$ cat src/rtl/i2c_wb_if_pkg.sv
// Shared types and constants for the i2c_wb_if Wishbone-controlled I2C target.
package i2c_wb_if_pkg;

  typedef enum logic [2:0] {
    StIdle,
    StAddr,
    StAddrAck,
    StWr,
    StWrAck,
    StRd,
    StRdAck,
    StIgnore
  } i2c_state_e;

  // Wishbone register map
  localparam logic [1:0] RegCsr  = 2'd0;
  localparam logic [1:0] RegSadr = 2'd1;
  localparam logic [1:0] RegTxd  = 2'd2;
  localparam logic [1:0] RegRxd  = 2'd3;

  // CSR bit positions
  localparam int unsigned CsrEn   = 7;
  localparam int unsigned CsrIe   = 6;
  localparam int unsigned CsrBusy = 5;
  localparam int unsigned CsrIrq  = 4;
  localparam int unsigned CsrRxv  = 3;
  localparam int unsigned CsrOvr  = 2;

  // Register reset values
  localparam logic [7:0] CSR_RST  = 8'h00;
  localparam logic [7:0] SADR_RST = 8'h22;
  localparam logic [7:0] TXD_RST  = 8'h00;
  localparam logic [7:0] RXD_RST  = 8'h00;

  // 2-of-3 majority vote used by the optional glitch filter
  function automatic logic maj3(input logic a, input logic b, input logic c);
    return (a & b) | (a & c) | (b & c);
  endfunction

endpackage

$ cat src/rtl/i2c_wb_if_sync.sv
// SCL/SDA input conditioning: 2-flop synchronizer, optional 3-sample majority
// filter (I2C_WB_IF_GLITCH_FILTER_EN), and SCL edge / START / STOP detection.
module i2c_wb_if_sync
  import i2c_wb_if_pkg::*;
(
  input  logic clk_i,
  input  logic rst_i,
  input  logic scl_i,
  input  logic sda_i,
  output logic sda_lvl_o,
  output logic scl_rise_o,
  output logic scl_fall_o,
  output logic start_o,
  output logic stop_o
);

  logic [1:0] scl_sync_q, scl_sync_d;
  logic [1:0] sda_sync_q, sda_sync_d;
  logic       scl_prev_q, scl_prev_d;
  logic       sda_prev_q, sda_prev_d;
  logic       scl_s, sda_s;

`ifdef I2C_WB_IF_GLITCH_FILTER_EN
  logic [1:0] scl_hist_q, scl_hist_d;
  logic [1:0] sda_hist_q, sda_hist_d;
  logic       scl_filt_q, scl_filt_d;
  logic       sda_filt_q, sda_filt_d;

  // Majority vote over the synchronized sample and its two predecessors
  always_comb begin
    scl_hist_d = {scl_hist_q[0], scl_sync_q[1]};
    sda_hist_d = {sda_hist_q[0], sda_sync_q[1]};
    scl_filt_d = maj3(scl_sync_q[1], scl_hist_q[0], scl_hist_q[1]);
    sda_filt_d = maj3(sda_sync_q[1], sda_hist_q[0], sda_hist_q[1]);
  end

  // Filter state; idle bus is high
  always_ff @(posedge clk_i or negedge rst_i) begin
    if (!rst_i) begin
      scl_hist_q <= 2'b11;
      sda_hist_q <= 2'b11;
      scl_filt_q <= 1'b1;
      sda_filt_q <= 1'b1;
    end else begin
      scl_hist_q <= scl_hist_d;
      sda_hist_q <= sda_hist_d;
      scl_filt_q <= scl_filt_d;
      sda_filt_q <= sda_filt_d;
    end
  end

  assign scl_s = scl_filt_q;
  assign sda_s = sda_filt_q;
`else
  assign scl_s = scl_sync_q[1];
  assign sda_s = sda_sync_q[1];
`endif

  // Synchronizer shift and previous-level capture for edge detection
  always_comb begin
    scl_sync_d = {scl_sync_q[0], scl_i};
    sda_sync_d = {sda_sync_q[0], sda_i};
    scl_prev_d = scl_s;
    sda_prev_d = sda_s;
  end

  // Synchronizer and history flops; reset to the idle (released) level
  always_ff @(posedge clk_i or negedge rst_i) begin
    if (!rst_i) begin
      scl_sync_q <= 2'b11;
      sda_sync_q <= 2'b11;
      scl_prev_q <= 1'b1;
      sda_prev_q <= 1'b1;
    end else begin
      scl_sync_q <= scl_sync_d;
      sda_sync_q <= sda_sync_d;
      scl_prev_q <= scl_prev_d;
      sda_prev_q <= sda_prev_d;
    end
  end

  assign sda_lvl_o  = sda_s;
  assign scl_rise_o = scl_s & ~scl_prev_q;
  assign scl_fall_o = ~scl_s & scl_prev_q;
  // SDA may only move while SCL is high across both samples for START/STOP
  assign start_o    = scl_s & scl_prev_q & sda_prev_q & ~sda_s;
  assign stop_o     = scl_s & scl_prev_q & ~sda_prev_q & sda_s;

endmodule

$ cat src/rtl/i2c_wb_if.sv
// Wishbone B4 classic slave with four registers fronting an I2C target.
// Optional input glitch filter: define I2C_WB_IF_GLITCH_FILTER_EN.
module i2c_wb_if
  import i2c_wb_if_pkg::*;
#(
  parameter int unsigned ADDR_WIDTH     = 2,
  parameter int unsigned DATA_WIDTH     = 8,
  parameter int unsigned I2C_ADDR_WIDTH = 7,
  parameter int unsigned I2C_DATA_WIDTH = 8
) (
  input  logic                  clk_i,
  input  logic                  rst_i,
  input  logic                  cyc_i,
  input  logic                  stb_i,
  input  logic                  we_i,
  input  logic [ADDR_WIDTH-1:0] adr_i,
  input  logic [DATA_WIDTH-1:0] dat_i,
  output logic [DATA_WIDTH-1:0] dat_o,
  output logic                  ack_o,
  output logic                  irq_o,
  input  logic                  scl_i,
  input  logic                  sda_i,
  output logic                  sda_o
);

  localparam logic [3:0] ByteBits = 4'(I2C_DATA_WIDTH);

  logic sda_s, scl_rise, scl_fall, start_det, stop_det;

  i2c_wb_if_sync u_sync (
    .clk_i      (clk_i),
    .rst_i      (rst_i),
    .scl_i      (scl_i),
    .sda_i      (sda_i),
    .sda_lvl_o  (sda_s),
    .scl_rise_o (scl_rise),
    .scl_fall_o (scl_fall),
    .start_o    (start_det),
    .stop_o     (stop_det)
  );

  // Wishbone side state
  logic                      ack_q, ack_d;
  logic [DATA_WIDTH-1:0]     dat_o_q, dat_o_d;
  logic                      en_q, en_d, ie_q, ie_d;
  logic                      irq_q, irq_d, rxv_q, rxv_d, ovr_q, ovr_d;
  logic [I2C_ADDR_WIDTH-1:0] sadr_q, sadr_d;
  logic [DATA_WIDTH-1:0]     txd_q, txd_d, rxd_q, rxd_d;

  // I2C side state
  i2c_state_e                state_q, state_d;
  logic [3:0]                cnt_q, cnt_d;
  logic [I2C_DATA_WIDTH-1:0] sh_q, sh_d;
  logic                      rw_q, rw_d, nack_q, nack_d;
  logic                      sda_o_q, sda_o_d;
  logic                      busy_q, busy_d, addressed_q, addressed_d;
  logic                      rx_evt, irq_set;

  logic wb_req, wb_wr, wb_rd;
  logic [7:0] csr_rd;

  assign wb_req = cyc_i & stb_i & ~ack_q;
  assign wb_wr  = wb_req & we_i;
  assign wb_rd  = wb_req & ~we_i;
  assign csr_rd = {en_q, ie_q, busy_q, irq_q, rxv_q, ovr_q, 2'b00};

  // EN/IE kept apart so the FSM can react to EN in the same edge as the write
  always_comb begin
    en_d = en_q;
    ie_d = ie_q;
    if (wb_wr && adr_i == RegCsr) begin
      en_d = dat_i[CsrEn];
      ie_d = dat_i[CsrIe];
    end
  end

  // Register writes, read-clear of RXV, then hardware sets which take priority
  always_comb begin
    irq_d  = irq_q;
    rxv_d  = rxv_q;
    ovr_d  = ovr_q;
    sadr_d = sadr_q;
    txd_d  = txd_q;
    rxd_d  = rxd_q;
    if (wb_wr) begin
      case (adr_i)
        RegCsr: begin
          if (dat_i[CsrIrq]) irq_d = 1'b0;
          if (dat_i[CsrOvr]) ovr_d = 1'b0;
        end
        RegSadr: sadr_d = dat_i[I2C_ADDR_WIDTH-1:0];
        RegTxd:  txd_d  = dat_i;
        default: ;
      endcase
    end
    if (wb_rd && adr_i == RegRxd) rxv_d = 1'b0;
    if (rx_evt) begin
      rxd_d = DATA_WIDTH'(sh_q);
      rxv_d = 1'b1;
      if (rxv_q) ovr_d = 1'b1;
    end
    if (irq_set) irq_d = 1'b1;
  end

  // One-cycle ack and registered read data (zero outside an acked read)
  always_comb begin
    ack_d   = wb_req;
    dat_o_d = '0;
    if (wb_rd) begin
      case (adr_i)
        RegCsr:  dat_o_d = DATA_WIDTH'(csr_rd);
        RegSadr: dat_o_d = DATA_WIDTH'(sadr_q);
        RegTxd:  dat_o_d = txd_q;
        default: dat_o_d = rxd_q;
      endcase
    end
  end

  // Wishbone-side registers
  always_ff @(posedge clk_i or negedge rst_i) begin
    if (!rst_i) begin
      ack_q   <= 1'b0;
      dat_o_q <= '0;
      en_q    <= CSR_RST[CsrEn];
      ie_q    <= CSR_RST[CsrIe];
      irq_q   <= CSR_RST[CsrIrq];
      rxv_q   <= CSR_RST[CsrRxv];
      ovr_q   <= CSR_RST[CsrOvr];
      sadr_q  <= I2C_ADDR_WIDTH'(SADR_RST);
      txd_q   <= DATA_WIDTH'(TXD_RST);
      rxd_q   <= DATA_WIDTH'(RXD_RST);
    end else begin
      ack_q   <= ack_d;
      dat_o_q <= dat_o_d;
      en_q    <= en_d;
      ie_q    <= ie_d;
      irq_q   <= irq_d;
      rxv_q   <= rxv_d;
      ovr_q   <= ovr_d;
      sadr_q  <= sadr_d;
      txd_q   <= txd_d;
      rxd_q   <= rxd_d;
    end
  end

  // I2C target next state: bits sampled on SCL rise, SDA driven after SCL fall
  always_comb begin
    state_d     = state_q;
    cnt_d       = cnt_q;
    sh_d        = sh_q;
    rw_d        = rw_q;
    nack_d      = nack_q;
    sda_o_d     = sda_o_q;
    busy_d      = busy_q;
    addressed_d = addressed_q;
    rx_evt      = 1'b0;
    irq_set     = 1'b0;
    if (!en_d) begin
      state_d     = StIdle;
      sda_o_d     = 1'b1;
      busy_d      = 1'b0;
      addressed_d = 1'b0;
    end else if (stop_det) begin
      state_d     = StIdle;
      sda_o_d     = 1'b1;
      busy_d      = 1'b0;
      irq_set     = addressed_q;
      addressed_d = 1'b0;
    end else if (start_det) begin
      state_d = StAddr;
      cnt_d   = '0;
      sda_o_d = 1'b1;
    end else begin
      unique case (state_q)
        StIdle, StIgnore: ;
        StAddr: begin
          if (scl_rise) begin
            sh_d  = {sh_q[I2C_DATA_WIDTH-2:0], sda_s};
            cnt_d = cnt_q + 4'd1;
          end else if (scl_fall && cnt_q == ByteBits) begin
            cnt_d = '0;
            if (sh_q[I2C_ADDR_WIDTH:1] == sadr_q) begin
              state_d     = StAddrAck;
              sda_o_d     = 1'b0;
              rw_d        = sh_q[0];
              busy_d      = 1'b1;
              addressed_d = 1'b1;
            end else begin
              state_d = StIgnore;
            end
          end
        end
        StAddrAck: begin
          if (scl_fall) begin
            cnt_d = '0;
            if (rw_q) begin
              state_d = StRd;
              sh_d    = I2C_DATA_WIDTH'(txd_q);
              sda_o_d = txd_q[DATA_WIDTH-1];
            end else begin
              state_d = StWr;
              sda_o_d = 1'b1;
            end
          end
        end
        StWr: begin
          if (scl_rise) begin
            sh_d  = {sh_q[I2C_DATA_WIDTH-2:0], sda_s};
            cnt_d = cnt_q + 4'd1;
          end else if (scl_fall && cnt_q == ByteBits) begin
            rx_evt  = 1'b1;
            state_d = StWrAck;
            sda_o_d = 1'b0;
            cnt_d   = '0;
          end
        end
        StWrAck: begin
          if (scl_fall) begin
            state_d = StWr;
            sda_o_d = 1'b1;
          end
        end
        StRd: begin
          // MSB already on the bus; each fall presents the next bit
          if (scl_rise) begin
            cnt_d = cnt_q + 4'd1;
          end else if (scl_fall) begin
            if (cnt_q == ByteBits) begin
              state_d = StRdAck;
              sda_o_d = 1'b1;
              cnt_d   = '0;
            end else begin
              sda_o_d = sh_q[I2C_DATA_WIDTH-2];
              sh_d    = {sh_q[I2C_DATA_WIDTH-2:0], 1'b0};
            end
          end
        end
        StRdAck: begin
          if (scl_rise) begin
            nack_d = sda_s;
          end else if (scl_fall) begin
            if (nack_q) begin
              state_d = StIgnore;
              sda_o_d = 1'b1;
              busy_d  = 1'b0;
            end else begin
              state_d = StRd;
              sh_d    = I2C_DATA_WIDTH'(txd_q);
              sda_o_d = txd_q[DATA_WIDTH-1];
              cnt_d   = '0;
            end
          end
        end
        default: state_d = StIdle;
      endcase
    end
  end

  // I2C FSM state and registered SDA drive
  always_ff @(posedge clk_i or negedge rst_i) begin
    if (!rst_i) begin
      state_q     <= StIdle;
      cnt_q       <= '0;
      sh_q        <= '0;
      rw_q        <= 1'b0;
      nack_q      <= 1'b0;
      sda_o_q     <= 1'b1;
      busy_q      <= 1'b0;
      addressed_q <= 1'b0;
    end else begin
      state_q     <= state_d;
      cnt_q       <= cnt_d;
      sh_q        <= sh_d;
      rw_q        <= rw_d;
      nack_q      <= nack_d;
      sda_o_q     <= sda_o_d;
      busy_q      <= busy_d;
      addressed_q <= addressed_d;
    end
  end

  assign ack_o = ack_q;
  assign dat_o = dat_o_q;
  assign sda_o = sda_o_q;
  assign irq_o = irq_q & ie_q;

endmodule

$ cat config.mk
export PLATFORM = sky130hd
export DESIGN_NAME = i2c_wb_if
export DESIGN_NICKNAME = d
export VERILOG_FILES = /design/src/rtl/i2c_wb_if_pkg.sv /design/src/rtl/i2c_wb_if_sync.sv /design/src/rtl/i2c_wb_if.sv
export SDC_FILE = /design/constraint.sdc
export NUM_CORES = 1
export LEC_CHECK = 0
export CAP_MARGIN = 20
export CORE_ASPECT_RATIO = 0.8
export CORE_UTILIZATION = 55
export CTS_BUF_LIST = sky130_fd_sc_hd__clkbuf_16
export DETAILED_ROUTE_END_ITERATION = 7
export PLACE_DENSITY = 0.78
export SLEW_MARGIN = 20
export SYNTH_ARGS = -nofsm -noshare
export SYNTH_HDL_FRONTEND = slang
export SYNTH_SLANG_ARGS = --single-unit
export TNS_END_PERCENT = 5
$ cat constraint.sdc
create_clock -name clk_i -period 3.3 [get_ports clk_i]
set_clock_uncertainty 0.2 [all_clocks]
set_input_delay 0.66 -clock clk_i [delete_from_list [all_inputs] [get_ports clk_i]]
set_output_delay 0.66 -clock clk_i [all_outputs]
set_load 0.02 [all_outputs]
==> images/layer_met1.png <==
Drawn at 4 px/um. Cells faint in the background.
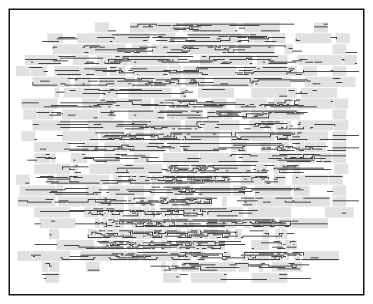
share of all routed wire: 47%
main direction: horizontal

==> images/layer_met2.png <==
Drawn at 6 px/um.
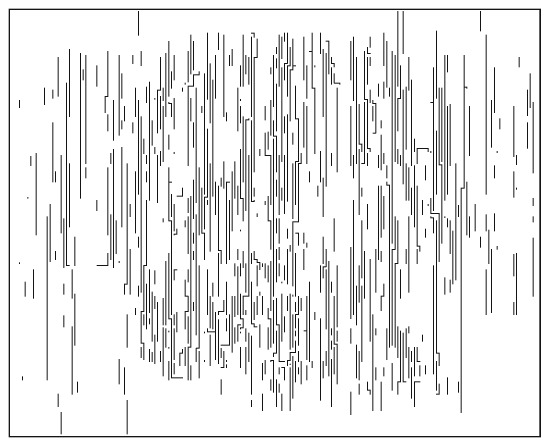
longest straight run: 37.4 um
wire length on this layer: 3,350 um
main direction: vertical

==> images/layer_met3.png <==
Drawn at 3 px/um. Cells faint in the background.
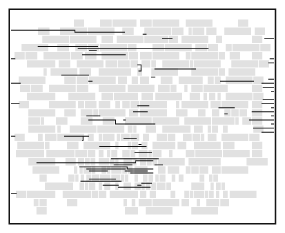
nets with wire on the layer: 51
share of all routed wire: 6.3%
longest straight run: 43.2 um
wire length on this layer: 464 um
main direction: horizontal
Final Routed Wirelength: 7.40 mm
DR vias: 2,375
grt met3 use: 5.95%

==> flow_metrics.tcl <==
# implementation run metrics
set metrics [dict create \
    pin_count 28 \
    yosysWarningCount 0 \
    p_total_mw 2.20 \
    synthFlopType "dfrtp_1" \
    status "complete, no violations" \
    p_seq_share_pct 42.1 \
    avgSynthCellArea_um2 11.5 \
    end_kind "flop" \
    regToRegStartpoint "u_sync.scl_prev_q$_DFF_PN1_" \
    comb_cells 198 \
    hold_depth 0 \
    common_cells "54 x dfrtp_1, 42 x mux2_2, 21 x nand2_1" \
    nClkBuffers 9 \
    syn_nets 306 \
    seq_cells 63 \
    internal-power_mw 1.65 \
    core_area_um2 5590 \
    cts_inserted_buffers 9 \
    setup_violations 0 \
    comb_power_share_pct 13.1 \
    ys_top_logic_family "multiplexers" \
    numSynthFlops 63 \
    r2r-end "rxd_q[2]$_DFFE_PN0P_" \
    crit_start "we_i" \
    htreeDepth 3 \
    max_stage_delay_ps 690 \
    num_rows 24 \
    clockBufferDepth 2 \
    worstMarginPinSlew_ps 704 \
    ys_area_um2 3270 \
    relSlewSlack_pct 52.7 \
    min_path_type "reg -> reg" \
    crit_chain "clkdlybuf4s50_1 > or3b_1 > o21ai_2 > a22o_1 > nor4_4 > mux2_2" \
    path_clk_slew_ps 50 \
    setup_tns_ps 0 \
    routed.top_layer "met4" \
    holdPathEnd "u_sync.sda_sync_q[1]$_DFF_PN1_" \
]
